Figure 1. Selected gate families (run 1).
Scale bar: 20 um.
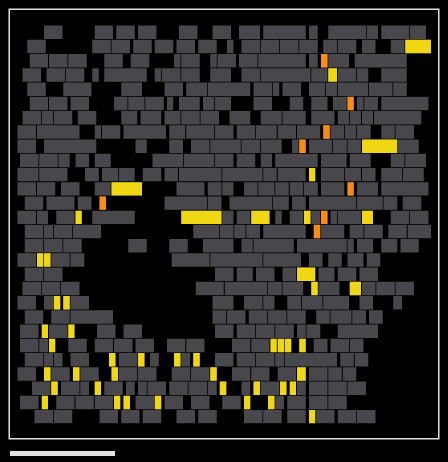
Figure 2. Cell outlines without signal wires (run 1).
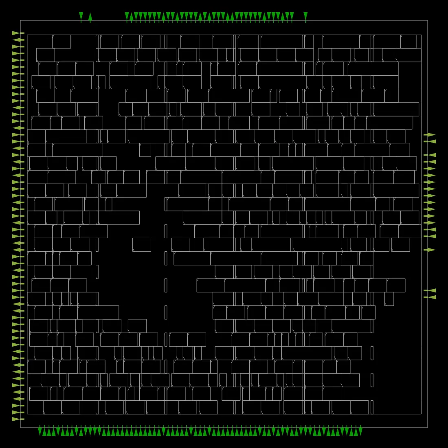
Figure 3. Metal layers overlaid (run 1).
Scale bar: 20 um.
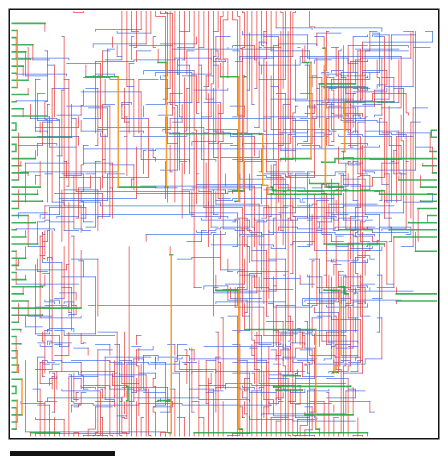
Figure 4. The metal 4 layer (run 1).
Scale bar: 20 um.
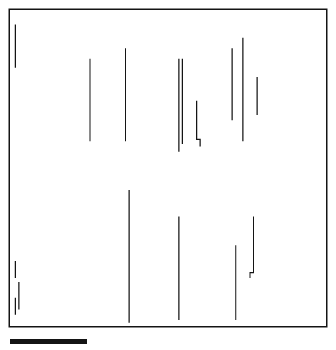
==> src/rtl/spad_arbiter_if.sv <==
// Requester-side and SPad-side signals of the scratchpad arbiter.
// The arbiter takes the slave modport; the requesters and the SPad take the master modport.
interface spad_arbiter_if #(
  parameter int unsigned DATA_BITWIDTH = 16,
  parameter int unsigned ADDR_BITWIDTH = 9,
  parameter int unsigned NUM_REQ       = 3
) ();

  logic [NUM_REQ-1:0]               rd_req;
  logic [NUM_REQ*ADDR_BITWIDTH-1:0] rd_addr;
  logic [NUM_REQ-1:0]               rd_grant;
  logic [NUM_REQ-1:0]               rd_rsp_valid;
  logic [DATA_BITWIDTH-1:0]         rd_rsp_data;
  logic [NUM_REQ-1:0]               wr_req;
  logic [NUM_REQ*ADDR_BITWIDTH-1:0] wr_addr;
  logic [NUM_REQ*DATA_BITWIDTH-1:0] wr_data;
  logic [NUM_REQ-1:0]               wr_grant;
  logic                             spad_read_req;
  logic [ADDR_BITWIDTH-1:0]         spad_r_addr;
  logic                             spad_write_en;
  logic [ADDR_BITWIDTH-1:0]         spad_w_addr;
  logic [DATA_BITWIDTH-1:0]         spad_w_data;
  logic [DATA_BITWIDTH-1:0]         spad_r_data;

  modport master (
    output rd_req, rd_addr, wr_req, wr_addr, wr_data, spad_r_data,
    input  rd_grant, rd_rsp_valid, rd_rsp_data, wr_grant,
    input  spad_read_req, spad_r_addr, spad_write_en, spad_w_addr, spad_w_data
  );

  modport slave (
    input  rd_req, rd_addr, wr_req, wr_addr, wr_data, spad_r_data,
    output rd_grant, rd_rsp_valid, rd_rsp_data, wr_grant,
    output spad_read_req, spad_r_addr, spad_write_en, spad_w_addr, spad_w_data
  );

endinterface

==> src/rtl/spad_arbiter.sv <==
// Round-robin read/write arbiter sharing one scratchpad between NUM_REQ requesters,
// with same-cycle read-after-write deferral and one-cycle read response routing.
module spad_arbiter #(
  parameter int unsigned DATA_BITWIDTH = 16,
  parameter int unsigned ADDR_BITWIDTH = 9,
  parameter int unsigned NUM_REQ       = 3
) (
  input logic            clk,
  input logic            reset,
  spad_arbiter_if.slave  bus
);

  localparam int unsigned PtrW = (NUM_REQ > 1) ? $clog2(NUM_REQ) : 1;

  logic [PtrW-1:0]    rd_ptr_q, rd_ptr_d;
  logic [PtrW-1:0]    wr_ptr_q, wr_ptr_d;
  logic [NUM_REQ-1:0] rsp_sel_q;

  logic               rd_found, wr_found, raw_hazard;
  logic [PtrW-1:0]    rd_idx, wr_idx;

  function automatic logic [PtrW-1:0] rr_idx(input logic [PtrW-1:0] ptr, input int unsigned k);
    return PtrW'((32'(ptr) + k) % NUM_REQ);
  endfunction

  // Winner search: first requesting index after the pointer, wrapping around.
  always_comb begin
    rd_found = 1'b0;
    rd_idx   = '0;
    wr_found = 1'b0;
    wr_idx   = '0;
    for (int unsigned k = 1; k <= NUM_REQ; k++) begin
      if (!wr_found && bus.wr_req[rr_idx(wr_ptr_q, k)]) begin
        wr_found = 1'b1;
        wr_idx   = rr_idx(wr_ptr_q, k);
      end
      if (!rd_found && bus.rd_req[rr_idx(rd_ptr_q, k)]) begin
        rd_found = 1'b1;
        rd_idx   = rr_idx(rd_ptr_q, k);
      end
    end
    // The deferred reader is not replaced by a lower-priority candidate.
    raw_hazard = rd_found && wr_found &&
                 (bus.rd_addr[rd_idx*ADDR_BITWIDTH +: ADDR_BITWIDTH] ==
                  bus.wr_addr[wr_idx*ADDR_BITWIDTH +: ADDR_BITWIDTH]);
  end

  always_comb begin
    bus.rd_grant      = '0;
    bus.wr_grant      = '0;
    bus.spad_read_req = 1'b0;
    bus.spad_r_addr   = '0;
    bus.spad_write_en = 1'b0;
    bus.spad_w_addr   = '0;
    bus.spad_w_data   = '0;
    rd_ptr_d          = rd_ptr_q;
    wr_ptr_d          = wr_ptr_q;
    if (reset) begin
      if (wr_found) begin
        bus.wr_grant[wr_idx] = 1'b1;
        bus.spad_write_en    = 1'b1;
        bus.spad_w_addr      = bus.wr_addr[wr_idx*ADDR_BITWIDTH +: ADDR_BITWIDTH];
        bus.spad_w_data      = bus.wr_data[wr_idx*DATA_BITWIDTH +: DATA_BITWIDTH];
        wr_ptr_d             = wr_idx;
      end
      if (rd_found && !raw_hazard) begin
        bus.rd_grant[rd_idx] = 1'b1;
        bus.spad_read_req    = 1'b1;
        bus.spad_r_addr      = bus.rd_addr[rd_idx*ADDR_BITWIDTH +: ADDR_BITWIDTH];
        rd_ptr_d             = rd_idx;
      end
    end
  end

  always_ff @(posedge clk or negedge reset) begin
    if (!reset) begin
      rd_ptr_q  <= PtrW'(NUM_REQ - 1);
      wr_ptr_q  <= PtrW'(NUM_REQ - 1);
      rsp_sel_q <= '0;
    end else begin
      rd_ptr_q  <= rd_ptr_d;
      wr_ptr_q  <= wr_ptr_d;
      rsp_sel_q <= bus.rd_grant;
    end
  end

  assign bus.rd_rsp_valid = rsp_sel_q;
  assign bus.rd_rsp_data  = bus.spad_r_data;

endmodule

==> src/flat_wrapper.sv <==
// flat-port wrapper written by rule: the top's interface ports become plain ports
module spad_arbiter_flat 
#(
  parameter int unsigned DATA_BITWIDTH = 16,
  parameter int unsigned ADDR_BITWIDTH = 9,
  parameter int unsigned NUM_REQ       = 3
)
  (clk, reset, bus_rd_req, bus_rd_addr, bus_wr_req, bus_wr_addr, bus_wr_data, bus_spad_r_data, bus_rd_grant, bus_rd_rsp_valid, bus_rd_rsp_data, bus_wr_grant, bus_spad_read_req, bus_spad_r_addr, bus_spad_write_en, bus_spad_w_addr, bus_spad_w_data);
  spad_arbiter_if #(.DATA_BITWIDTH(DATA_BITWIDTH), .ADDR_BITWIDTH(ADDR_BITWIDTH), .NUM_REQ(NUM_REQ)) bus_i ();
  input logic clk;
  input logic reset;
  input wire logic [$bits(bus_i.rd_req)-1:0] bus_rd_req;
  input wire logic [$bits(bus_i.rd_addr)-1:0] bus_rd_addr;
  input wire logic [$bits(bus_i.wr_req)-1:0] bus_wr_req;
  input wire logic [$bits(bus_i.wr_addr)-1:0] bus_wr_addr;
  input wire logic [$bits(bus_i.wr_data)-1:0] bus_wr_data;
  input wire logic [$bits(bus_i.spad_r_data)-1:0] bus_spad_r_data;
  output wire logic [$bits(bus_i.rd_grant)-1:0] bus_rd_grant;
  output wire logic [$bits(bus_i.rd_rsp_valid)-1:0] bus_rd_rsp_valid;
  output wire logic [$bits(bus_i.rd_rsp_data)-1:0] bus_rd_rsp_data;
  output wire logic [$bits(bus_i.wr_grant)-1:0] bus_wr_grant;
  output wire logic [$bits(bus_i.spad_read_req)-1:0] bus_spad_read_req;
  output wire logic [$bits(bus_i.spad_r_addr)-1:0] bus_spad_r_addr;
  output wire logic [$bits(bus_i.spad_write_en)-1:0] bus_spad_write_en;
  output wire logic [$bits(bus_i.spad_w_addr)-1:0] bus_spad_w_addr;
  output wire logic [$bits(bus_i.spad_w_data)-1:0] bus_spad_w_data;
  assign bus_i.rd_req = bus_rd_req;
  assign bus_i.rd_addr = bus_rd_addr;
  assign bus_i.wr_req = bus_wr_req;
  assign bus_i.wr_addr = bus_wr_addr;
  assign bus_i.wr_data = bus_wr_data;
  assign bus_i.spad_r_data = bus_spad_r_data;
  assign bus_rd_grant = bus_i.rd_grant;
  assign bus_rd_rsp_valid = bus_i.rd_rsp_valid;
  assign bus_rd_rsp_data = bus_i.rd_rsp_data;
  assign bus_wr_grant = bus_i.wr_grant;
  assign bus_spad_read_req = bus_i.spad_read_req;
  assign bus_spad_r_addr = bus_i.spad_r_addr;
  assign bus_spad_write_en = bus_i.spad_write_en;
  assign bus_spad_w_addr = bus_i.spad_w_addr;
  assign bus_spad_w_data = bus_i.spad_w_data;
  spad_arbiter #(.DATA_BITWIDTH(DATA_BITWIDTH), .ADDR_BITWIDTH(ADDR_BITWIDTH), .NUM_REQ(NUM_REQ)) u_core (.clk(clk), .reset(reset), .bus(bus_i));
endmodule
==> config.mk <==
export PLATFORM = sky130hd
export DESIGN_NAME = spad_arbiter_flat
export DESIGN_NICKNAME = d
export VERILOG_FILES = /design/src/rtl/spad_arbiter_if.sv /design/src/rtl/spad_arbiter.sv /design/src/flat_wrapper.sv
export SDC_FILE = /design/constraint.sdc
export NUM_CORES = 1
export LEC_CHECK = 0
export CAP_MARGIN = 25
export CORE_MARGIN = 1
export CORE_UTILIZATION = 31
export CTS_CLUSTER_DIAMETER = 200
export DETAILED_ROUTE_END_ITERATION = 12
export PLACE_DENSITY = 0.93
export SLEW_MARGIN = 40
export SYNTH_ARGS = -nofsm -noshare
export SYNTH_HDL_FRONTEND = slang
export SYNTH_SLANG_ARGS = --single-unit
==> constraint.sdc <==
create_clock -name clk -period 6.02 [get_ports clk]
set_input_delay 1.806 -clock clk [delete_from_list [all_inputs] [get_ports clk]]
set_output_delay 1.806 -clock clk [all_outputs]
set_load 0.02 [all_outputs]
==> qor.log, run 1 <==
qor: yosys.synth.mux.area_fraction 0.256
qor: sta.final.setup.worst_slack -0.163 ns
qor: cts.postCtsResizedCells 151
qor: setup_path.worstSetupPathType in2out
qor: cts.htreeDepth 1
qor: yosys.flip_flops_with_a_built_in_enable 0
qor: run_status.violations_in_the_final_reports negative setup slack
qor: setup_path.reg2reg_from u_core.rd_ptr_q[0]
qor: yosys.area_leaders sky130_fd_sc_hd__mux2i_1, sky130_fd_sc_hd__buf_4, sky130_fd_sc_hd__nor2_1
qor: routing.route.top_layer_used met4
qor: pwr.pg_clk 70.0 uW
qor: yosys.top_cells_by_count sky130_fd_sc_hd__mux2i_1, sky130_fd_sc_hd__nor2_1, sky130_fd_sc_hd__buf_4
qor: sta.hold_viol_final 0
qor: yosys.yosys.area_share.adder 0.0507
qor: die.floorplan.die_area 6690 um2
qor: cts.cts-hold-fix-buffers 0
qor: setup_path.worst-endpoint-required 4.21 ns
qor: global_routing.grt_start_max_net_pins 20
qor: yosys.synth_top_cell_by_area sky130_fd_sc_hd__mux2i_1
qor: global_routing.global_route.overflow_total 0
qor: yosys.dominantRegCellSynth sky130_fd_sc_hd__dfrtp_1
qor: routing.route.final.wire_length 9000 um
qor: run_status.outcome finished, violations left
qor: yosys.synth.avg_cell_area 7.71 um2
qor: die.dieHeight 81.8 um
qor: routing.met2WireLength 4900 um
qor: global_routing.track_usage 0.263
qor: place.place_area 3680 um2
qor: pwr.p_sw_frac 0.479
qor: setup_path.critPathCaptureType primary output
qor: job.tool_warnings 34
qor: yosys.seq_area_frac_synth 0.0900
qor: pwr.comb-power 2790 uW
qor: routing.number_of_violations_reported_at_the_end_of_detailed_routing_iteration_0 59
qor: sta.timing.final.setup_violations 13
qor: global_routing.grt_pass1_vias 2805
qor: yosys.synth.yosys.chip_area 1970 um2
qor: pwr.p_clk_frac 0.024
qor: yosys.synthTopLogicFamily multiplexers
qor: cts.tritoncts_clock_tree yes
qor: sta.max_slew_margin 0.439
qor: setup_path.crit_arrival 4.38 ns
qor: routing.total_via_count_in_the_routed_design 2625
qor: die.floorplanUtilization 0.327
qor: yosys.floorplan.nets 390
qor: setup_path.crit_path_start bus_rd_req[2]
qor: yosys.xor_share 0.0399
qor: pwr.p_seq_frac 0.030
qor: global_routing.antenna_found_initial 0
qor: place.gp_routability_congestion 0.759
qor: sta.skew 0.00648 ns
qor: finish.drive_gt1_frac 0.326
qor: die.floorplan.die.width 81.8 um
## Picture notes: Figure 1
Key: yellow = nor cells [cells 46, most used nor2_1]; orange = inv cells [cells 8, most used inv_1]

## Picture notes: Figure 2
standard-cell rows: 28
number of standard cells in the layout, taps in and fillers out: 508
number of tap cells inserted: 75
number of inserted filler cells in the final layout: 459
number of sequential cells in the layout: 7

## Picture notes: Figure 3
Key: orange = metal 4 [wire length 279 um]; red = metal 2 [wire length 4900 um]; green = metal 3 [wire length 490 um]; blue = metal 1 [wire length 3330 um]

## Picture notes: Figure 4
The longest straight run is 34.0 um. The layer holds 3.1% of the routed length. The layer carries 279 um of wire.

## run 1: cell type report
cell class,instances,area [um2]
Sequential cell,7,178
Inverter,8,30.0
Tap cell,75,93.8
Timing Repair Buffer,207,2010
Multi-Input combinational cell,207,1950
Fill cell,459,1720
Clock buffer,4,45.0
## run 1: worst paths after layout
kind                                       to  depth (start not counted)
max                           bus_rd_grant[0]                         13
min in group asynchronous  u_core.rd_ptr_q[0]                          2
max in group asynchronous  u_core.wr_ptr_q[1]                          2
min                        u_core.wr_ptr_q[1]                          2
max reg2reg                u_core.rd_ptr_q[0]                         15
min reg2reg                u_core.wr_ptr_q[1]                          2
## run 1: per-layer routing
metal | global-route usage | vias up
li1 | - | 1237
met1 | 0.283 | 1239
met2 | 0.495 | 117
met3 | 0.0400 | 32
met4 | 0.125 | 0
met5 | 0 | -
## run 1: state kept, by name, indices dropped and copies added, names as in the netlist
| signal | flops |
|---|---|
| u_core.rd_ptr_q | 2 |
| u_core.bus.rd_rsp_valid | 3 |
| u_core.wr_ptr_q | 2 |
## run 1: critical path, stage by stage
cell and delay (ns):
sky130_fd_sc_hd__buf_8 0.10, sky130_fd_sc_hd__nor2b_4 0.12, sky130_fd_sc_hd__o32ai_2 0.23, sky130_fd_sc_hd__a22oi_2 0.13, sky130_fd_sc_hd__o32ai_4 0.33, sky130_fd_sc_hd__buf_6 0.24
sky130_fd_sc_hd__mux2i_4 0.27, sky130_fd_sc_hd__xor2_2 0.11, sky130_fd_sc_hd__nor4_4 0.30, sky130_fd_sc_hd__buf_4 0.16, sky130_fd_sc_hd__a31oi_4 0.13, sky130_fd_sc_hd__and3b_2 0.30
sky130_fd_sc_hd__buf_6 0.13
==> run 1 -> run 2 <==
--- a/config.mk
+++ b/config.mk
@@ -7,10 +7,10 @@
 export LEC_CHECK = 0
 export CAP_MARGIN = 25
 export CORE_MARGIN = 1
-export CORE_UTILIZATION = 31
+export CORE_UTILIZATION = 28
 export CTS_CLUSTER_DIAMETER = 200
 export DETAILED_ROUTE_END_ITERATION = 12
-export PLACE_DENSITY = 0.93
+export PLACE_DENSITY = 0.87
 export SLEW_MARGIN = 40
 export SYNTH_ARGS = -nofsm -noshare
 export SYNTH_HDL_FRONTEND = slang
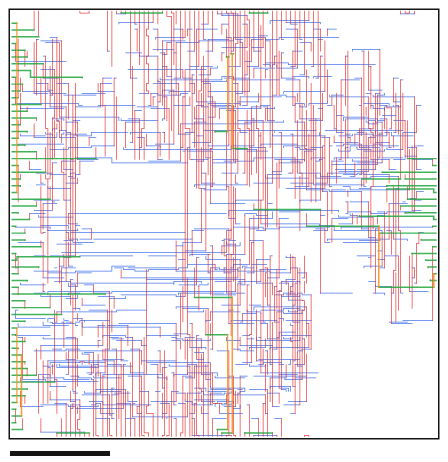
Figure 5: run 2, metal layers overlaid.
Scale bar: 20 um.
Key: orange = metal 4 [wire length 156 um]; red = metal 2 [wire length 4360 um]; blue = metal 1 [wire length 3040 um]; green = metal 3 [wire length 430 um]

==> run 2 against run 1 <==
The run still ends with negative setup slack left. Largest power group unchanged. Flip-flop count is the same. Clock skew shrank 0.0046 ns. Register-to-register slack lost 0.07 ns. Final cell count grew 5.9%. Maximum frequency shrank 0.58%. Routed wire length shrank 11%. First-iteration DRC count shrank 6.8%. Combinational power shrank 8.6%. Non-clock buffer count grew 9.
==> qor.log, run 2 <==
qor: yosys.synth.avg_cell_area 7.71 um2 [unchanged]
qor: setup_path.worst_r2r_endpoint u_core.rd_ptr_q[0] [unchanged]
qor: sta.hold_viol_final 0 [unchanged]
qor: setup_path.crit_arrival 4.41 ns [was 4.38 ns]
qor: setup_path.crit_chain buf_6 > nor2b_4 > o32ai_2 > a22oi_2 > o32ai_4 > buf_12 > mux2i_4 > xor2_1 > nor4_4 > buf_4 > a31oi_4 > buf_6 > and2_4 > buf_6 [was buf_8 > nor2b_4 > o32ai_2 > a22oi_2 > o32ai_4 > buf_6 > mux2i_4 > xor2_2 > nor4_4 > buf_4 > a31oi_4 > and3b_2 > buf_6]
qor: yosys.synth_top_cell_by_area sky130_fd_sc_hd__mux2i_1 [unchanged]
qor: yosys.top_cells_by_count sky130_fd_sc_hd__mux2i_1, sky130_fd_sc_hd__nor2_1, sky130_fd_sc_hd__buf_4 [unchanged]
qor: finish.largest_register_ffs 3 [unchanged]
qor: run_status.violations_in_the_final_reports negative setup slack [unchanged]
qor: sta.timing.final.setup_violations 13 [unchanged]
qor: worst_hold_path.hold_depth 2 [unchanged]
qor: finish.final.fill_count 561 [was 459]
qor: setup_path.worst_path_max_delay_cell sky130_fd_sc_hd__o32ai_4 [unchanged]
qor: job.tool_warnings 34 [unchanged]
qor: pwr.p_seq_frac 0.032 [was 0.030]
qor: die.num_rows 30 [was 28]
qor: setup_path.worst-endpoint-required 4.21 ns [about the same]
qor: finish.comb_area_frac 0.419 [was 0.453]
qor: die.dieHeight 85.9 um [was 81.8 um]
qor: sta.max_slew_margin 0.503 [was 0.439]
qor: die.num_tap_cells 96 [was 75]
qor: global_routing.global_route.overflow_total 0 [unchanged]
qor: cts.tritoncts_clock_tree yes [unchanged]
qor: finish.number_of_non_clock_inverters 8 [unchanged]
qor: run_status.outcome finished, violations left [unchanged]
qor: finish.multiInputGateArea 1790 um2 [was 1950 um2]
qor: finish.drive_gt1_frac 0.294 [was 0.326]
qor: finish.nonClkBufAreaFrac 0.493 [was 0.466]
qor: global_routing.grt_start_max_net_pins 18 [was 20]
qor: global_routing.antenna_found_initial 0 [unchanged]
qor: finish.seqAreaFraction 0.0415 [was 0.0412]
qor: yosys.area_leaders sky130_fd_sc_hd__mux2i_1, sky130_fd_sc_hd__buf_4, sky130_fd_sc_hd__nor2_1 [unchanged]
qor: yosys.flip_flops_with_a_built_in_enable 0 [unchanged]
qor: sta.final.setup.worst_slack -0.199 ns [was -0.163 ns]
qor: pwr.pg_clk 64.8 uW [was 70.0 uW]
qor: routing.total_via_count_in_the_routed_design 2526 [was 2625]
qor: setup_path.cp_common_cell sky130_fd_sc_hd__buf_6 [unchanged]
qor: finish.non_clock_buffer_count 216 [was 207]
qor: yosys.seq_area_frac_synth 0.0900 [unchanged]
qor: routing.number_of_violations_reported_at_the_end_of_detailed_routing_iteration_0 55 [was 59]
qor: setup_path.reg2reg_from u_core.rd_ptr_q[0] [unchanged]
qor: pwr.p_clk_frac 0.024 [about the same]
qor: yosys.synth.yosys.chip_area 1970 um2 [unchanged]
qor: routing.route.final.wire_length 7990 um [was 9000 um]
qor: finish.multiInputCombCellCount 207 [unchanged]
qor: global_routing.track_usage 0.203 [was 0.263]
qor: place.gp_routability_congestion 0.859 [was 0.759]
qor: finish.n_sequential_cell 7 [unchanged]
qor: finish.dominant_cells buffers [unchanged]
qor: die.floorplan.die.width 85.9 um [was 81.8 um]
qor: die.floorplan.die_area 7390 um2 [was 6690 um2]
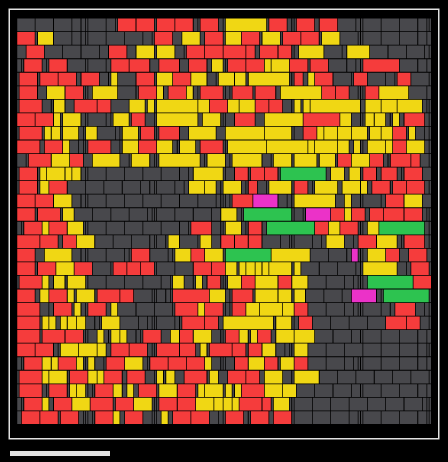
Figure 6: run 2, placed cells, one color a class.
Scale bar: 20 um. Fill, decap, tap and diode cells in gray.
Key: green = sequential cells [cells 7, share of their area 4.3%]; magenta = clock drivers and dummy loads [cells 4, share of their area 1.1%]; yellow = combinational and other logic [cells 215, share of their area 44%]; red = remaining buffers and delay cells [cells 216, share of their area 51%]

-- run 2: cell counts after synthesis --
Identical to the previous run, type by type.
-- run 2: layer usage --
| layer | up-vias | track usage | wire, um |
|---|---|---|---|
| li1 | 1262 | - | - |
| met1 | 1152 | 0.227 | 3040 |
| met2 | 94 | 0.392 | 4360 |
| met3 | 18 | 0.0395 | 429 |
| met4 | 0 | 0.0470 | 156 |
| met5 | - | 0 | 0 |
-- run 2: through the flow --
stage	worst slack [ns]	cells	cell area [um2]	hold slack, ns
4_1_cts	-0.140	530	4080	0.543
2_1_floorplan	0.243	256	1970	0.498
3_3_place_gp	-0.922	505	3720	0.517
3_5_place_dp	-1.00	505	3720	0.537
6_report	-0.199	538	4280	0.542
5_1_grt	-0.334	538	4280	0.578
-- run 2: cell families after synthesis --
logic type | after synthesis | synth area share
and+or+nand+nor | 92 | 0.249
muxes | 50 | 0.256
AOI/OAI and AO/OA | 47 | 0.185
buffers and inverters | 43 | 0.129
xor gates and xnor gates | 9 | 0.0400
adders and majority gates | 8 | 0.0507
DFF | 7 | 0.0900
-- run 2: worst max path at each step --
stage,startpoint,endpoint
after floorplan,bus_rd_req[2],bus_spad_r_addr[1]
after global placement,bus_wr_req[0],bus_rd_grant[2]
after detailed placement,bus_rd_req[2],bus_rd_grant[2]
after CTS,bus_rd_req[2],bus_rd_grant[2]
after global routing,bus_rd_req[2],bus_spad_r_addr[1]
final,bus_rd_req[2],bus_spad_r_addr[8]
-- run 2: worst max-delay path: cells and delay by family --
family          cells  cell delay [ns]
compound gates      4             0.82
xor+xnor            1             0.14
buf+inv             5             0.77
mux                 1             0.29
simple gates        3             0.59
==> run 2 -> run 3 <==
--- a/config.mk
+++ b/config.mk
@@ -11,6 +11,7 @@
 export CTS_CLUSTER_DIAMETER = 200
 export DETAILED_ROUTE_END_ITERATION = 12
 export PLACE_DENSITY = 0.87
+export SETUP_SLACK_MARGIN = 0.5
 export SLEW_MARGIN = 40
 export SYNTH_ARGS = -nofsm -noshare
 export SYNTH_HDL_FRONTEND = slang
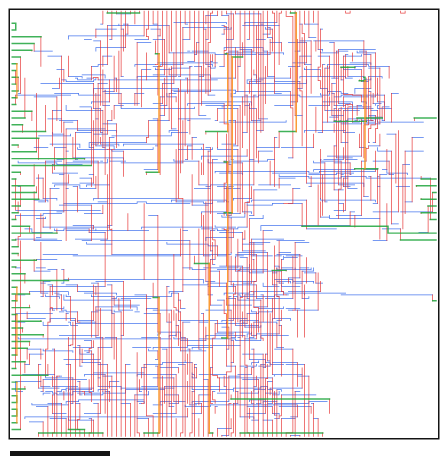
Figure 7: run 3, metal layers overlaid.
Scale bar: 20 um.
Key: orange = metal 4 [wire length 235 um]; red = metal 2 [wire length 4130 um]; blue = metal 1 [wire length 3110 um]; green = metal 3 [wire length 355 um]

==> run 3 against run 2 <==
The run still ends with negative setup slack left. Clock power barely moved. Synthesized cell count stayed put. Non-clock buffer count down 17. Setup slack better by 0.13 ns. Largest cell class unchanged.
==> qor.log, run 3 <==
qor: run_status.outcome finished, violations left [unchanged]
qor: run_status.violations_in_the_final_reports negative setup slack [unchanged]
qor: global_routing.global_route.overflow_total 0 [unchanged]
qor: setup_path.critical_path_buf_inv_count 6 [was 5]
qor: routing.route.final.wire_length 7840 um [was 7990 um]
qor: yosys.area_leaders sky130_fd_sc_hd__mux2i_1, sky130_fd_sc_hd__buf_4, sky130_fd_sc_hd__nor2_1 [unchanged]
qor: yosys.seq_area_frac_synth 0.0900 [unchanged]
qor: die.floorplanUtilization 0.290 [unchanged]
qor: sta.final.setup.worst_slack -0.0694 ns [was -0.199 ns]
qor: sta.skew 0.00278 ns [was 0.00186 ns]
qor: setup_path.reg2reg_from u_core.rd_ptr_q[0] [unchanged]
qor: routing.total_via_count_in_the_routed_design 2450 [was 2526]
qor: cts.clkLatencyLatePin 0.22 ns [about the same]
qor: pwr.static_leakage_power 0.00183 uW [was 0.00228 uW]
qor: routing.via_per_inst 4.71 [was 4.70]
qor: yosys.floorplan.nets 390 [unchanged]
qor: place.gp_routability_congestion 0.838 [was 0.859]
qor: cts.htreeDepth 1 [unchanged]
qor: sta.hold_viol_final 0 [unchanged]
qor: routing.number_of_violations_reported_at_the_end_of_detailed_routing_iteration_0 100 [was 55]
qor: global_routing.grt_start_max_net_pins 18 [unchanged]
qor: sta.timing.final.setup_violations 10 [was 13]
qor: cts.tritoncts_clock_tree yes [unchanged]
qor: setup_path.worstSetupPathType in2out [unchanged]
qor: global_routing.antenna_found_initial 0 [unchanged]
qor: yosys.synth_top_cell_by_area sky130_fd_sc_hd__mux2i_1 [unchanged]
qor: finish.drive_gt1_frac 0.354 [was 0.294]
qor: setup_path.worst_path_max_delay_cell sky130_fd_sc_hd__o32ai_4 [unchanged]
qor: job.tool_warnings 35 [was 34]
qor: die.dieHeight 85.9 um [unchanged]
qor: global_routing.track_usage 0.204 [was 0.203]
qor: cts.cts-hold-fix-buffers 0 [unchanged]
qor: die.floorplan.die.width 85.9 um [unchanged]
qor: setup_path.max_stage_delay 0.30 ns [was 0.33 ns]
qor: cts.cts-root-to-sink-buffers 2 [unchanged]
qor: die.floorplan.die_area 7390 um2 [unchanged]
qor: sta.max_slew_margin 0.636 [was 0.503]
qor: setup_path.crit_family buffers and inverters [was AND-OR/OR-AND gates]
qor: setup_path.worst-endpoint-required 4.21 ns [about the same]
qor: yosys.top_cells_by_count sky130_fd_sc_hd__mux2i_1, sky130_fd_sc_hd__nor2_1, sky130_fd_sc_hd__buf_4 [unchanged]
qor: routing.remaining_drc_errors 0 [unchanged]
qor: pwr.max-vdd-ir-drop 0.285 mV [was 0.319 mV]
qor: finish.final_cells 520 [was 538]
qor: yosys.synth.yosys.chip_area 1970 um2 [unchanged]
qor: yosys.synth.avg_cell_area 7.71 um2 [unchanged]
qor: routing.avgRoutedWirePerCell 15.1 um [was 14.9 um]
qor: setup_path.crit_arrival 4.28 ns [was 4.41 ns]
qor: setup_path.crit_chain dlygate4sd2_1 > inv_1 > o22ai_1 > and2b_1 > o32ai_4 > buf_12 > buf_12 > mux2i_4 > xor2_2 > nor3_2 > a31oi_4 > buf_12 > and3b_2 > buf_6 [was buf_6 > nor2b_4 > o32ai_2 > a22oi_2 > o32ai_4 > buf_12 > mux2i_4 > xor2_1 > nor4_4 > buf_4 > a31oi_4 > buf_6 > and2_4 > buf_6]
qor: yosys.flip_flops_with_a_built_in_enable 0 [unchanged]
qor: finish.multiInputGateArea 1780 um2 [was 1790 um2]
qor: finish.largest_register_ffs 3 [unchanged]
qor: place.placed_cells 503 [was 505]
qor: setup_path.cp-start-kind input port [unchanged]
qor: finish.lay_top_count sky130_fd_sc_hd__clkdlybuf4s50_1 [unchanged]
qor: setup_path.cp_common_cell sky130_fd_sc_hd__buf_12 [was sky130_fd_sc_hd__buf_6]
qor: yosys.dominantRegCellSynth sky130_fd_sc_hd__dfrtp_1 [unchanged]
qor: setup_path.critPathCaptureType primary output [unchanged]
qor: setup_path.crit_path_start bus_rd_req[0] [was bus_rd_req[2]]
qor: cts.cts_root_buf sky130_fd_sc_hd__clkbuf_8 [unchanged]
qor: global_routing.grt_pass1_vias 2594 [was 2577]
qor: finish.sequential_cell_area 178 um2 [unchanged]
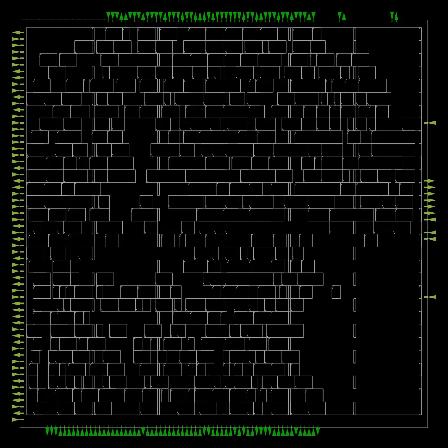
Figure 8: run 3, cell outlines without signal wires.
standard-cell rows: 30
number of tap cells inserted: 96
number of inserted filler cells in the final layout: 597
Seq/total area: 0.0437

## run 3: cell counts after synthesis
Identical to the previous run, type by type.
## run 3: timing repair
action / CTS / global route
setup buffers: 9 / 3
endpoints found under the setup margin: 42 / 42
gates resized: 190 / 43
pin swaps: 13 / 11
cloned: 1 / 0
## run 3: stage by stage
stage                     TNS [ns]  hold slack, ns  power [uW]  setup slack (ns)  area, um2
after global routing         -1.83           0.573        2770            -0.198       4060
after floorplan                  0           0.498        1440             0.285       2000
after detailed placement    -19.12           0.536        2230             -1.02       3750
final                       -0.251           0.546        2600           -0.0694       4060
after CTS                    -1.21           0.542        2490            -0.141       4010
after global placement      -17.11           0.518        2190            -0.902       3750
## run 3: layout make-up
cell class                 count  area share
clock buffer                   4      0.0111
inverter                       8     0.00739
multi-input combinational    206       0.438
sequential                     7      0.0437
tap                           96      0.0296
timing repair buffer         199       0.470
## run 3: cells by family after synthesis
family / synth area share
simple gates: 0.249
mux: 0.256
compound gates: 0.185
buf+inv: 0.129
xor+xnor: 0.0400
fa+ha+maj: 0.0507
flops: 0.0900
## run 3: final timing paths
path / cells after the start / end / slack (ns)
min: 2 / u_core.rd_ptr_q[1] / 0.55
max: 14 / bus_rd_grant[0] / -0.07
max in group asynchronous: 2 / u_core.wr_ptr_q[1] / 3.89
min reg2reg: 2 / u_core.rd_ptr_q[1] / 0.55
max reg2reg: 15 / u_core.rd_ptr_q[0] / 2.46
min in group asynchronous: 2 / u_core.wr_ptr_q[0] / 1.92
## run 3: power by group
group          switching (uW)  internal [uW]
logic                    1220           1220
clock network            18.8           45.7
registers                14.5           73.0
total                    1260           1340
## run 3: metal layers
metal / wire length (um) / track usage
met1: 3110 / 0.230
met2: 4130 / 0.395
met3: 355 / 0.0346
met4: 234 / 0.0455
met5: 0 / 0
Power and IR drop assume default switching activity.
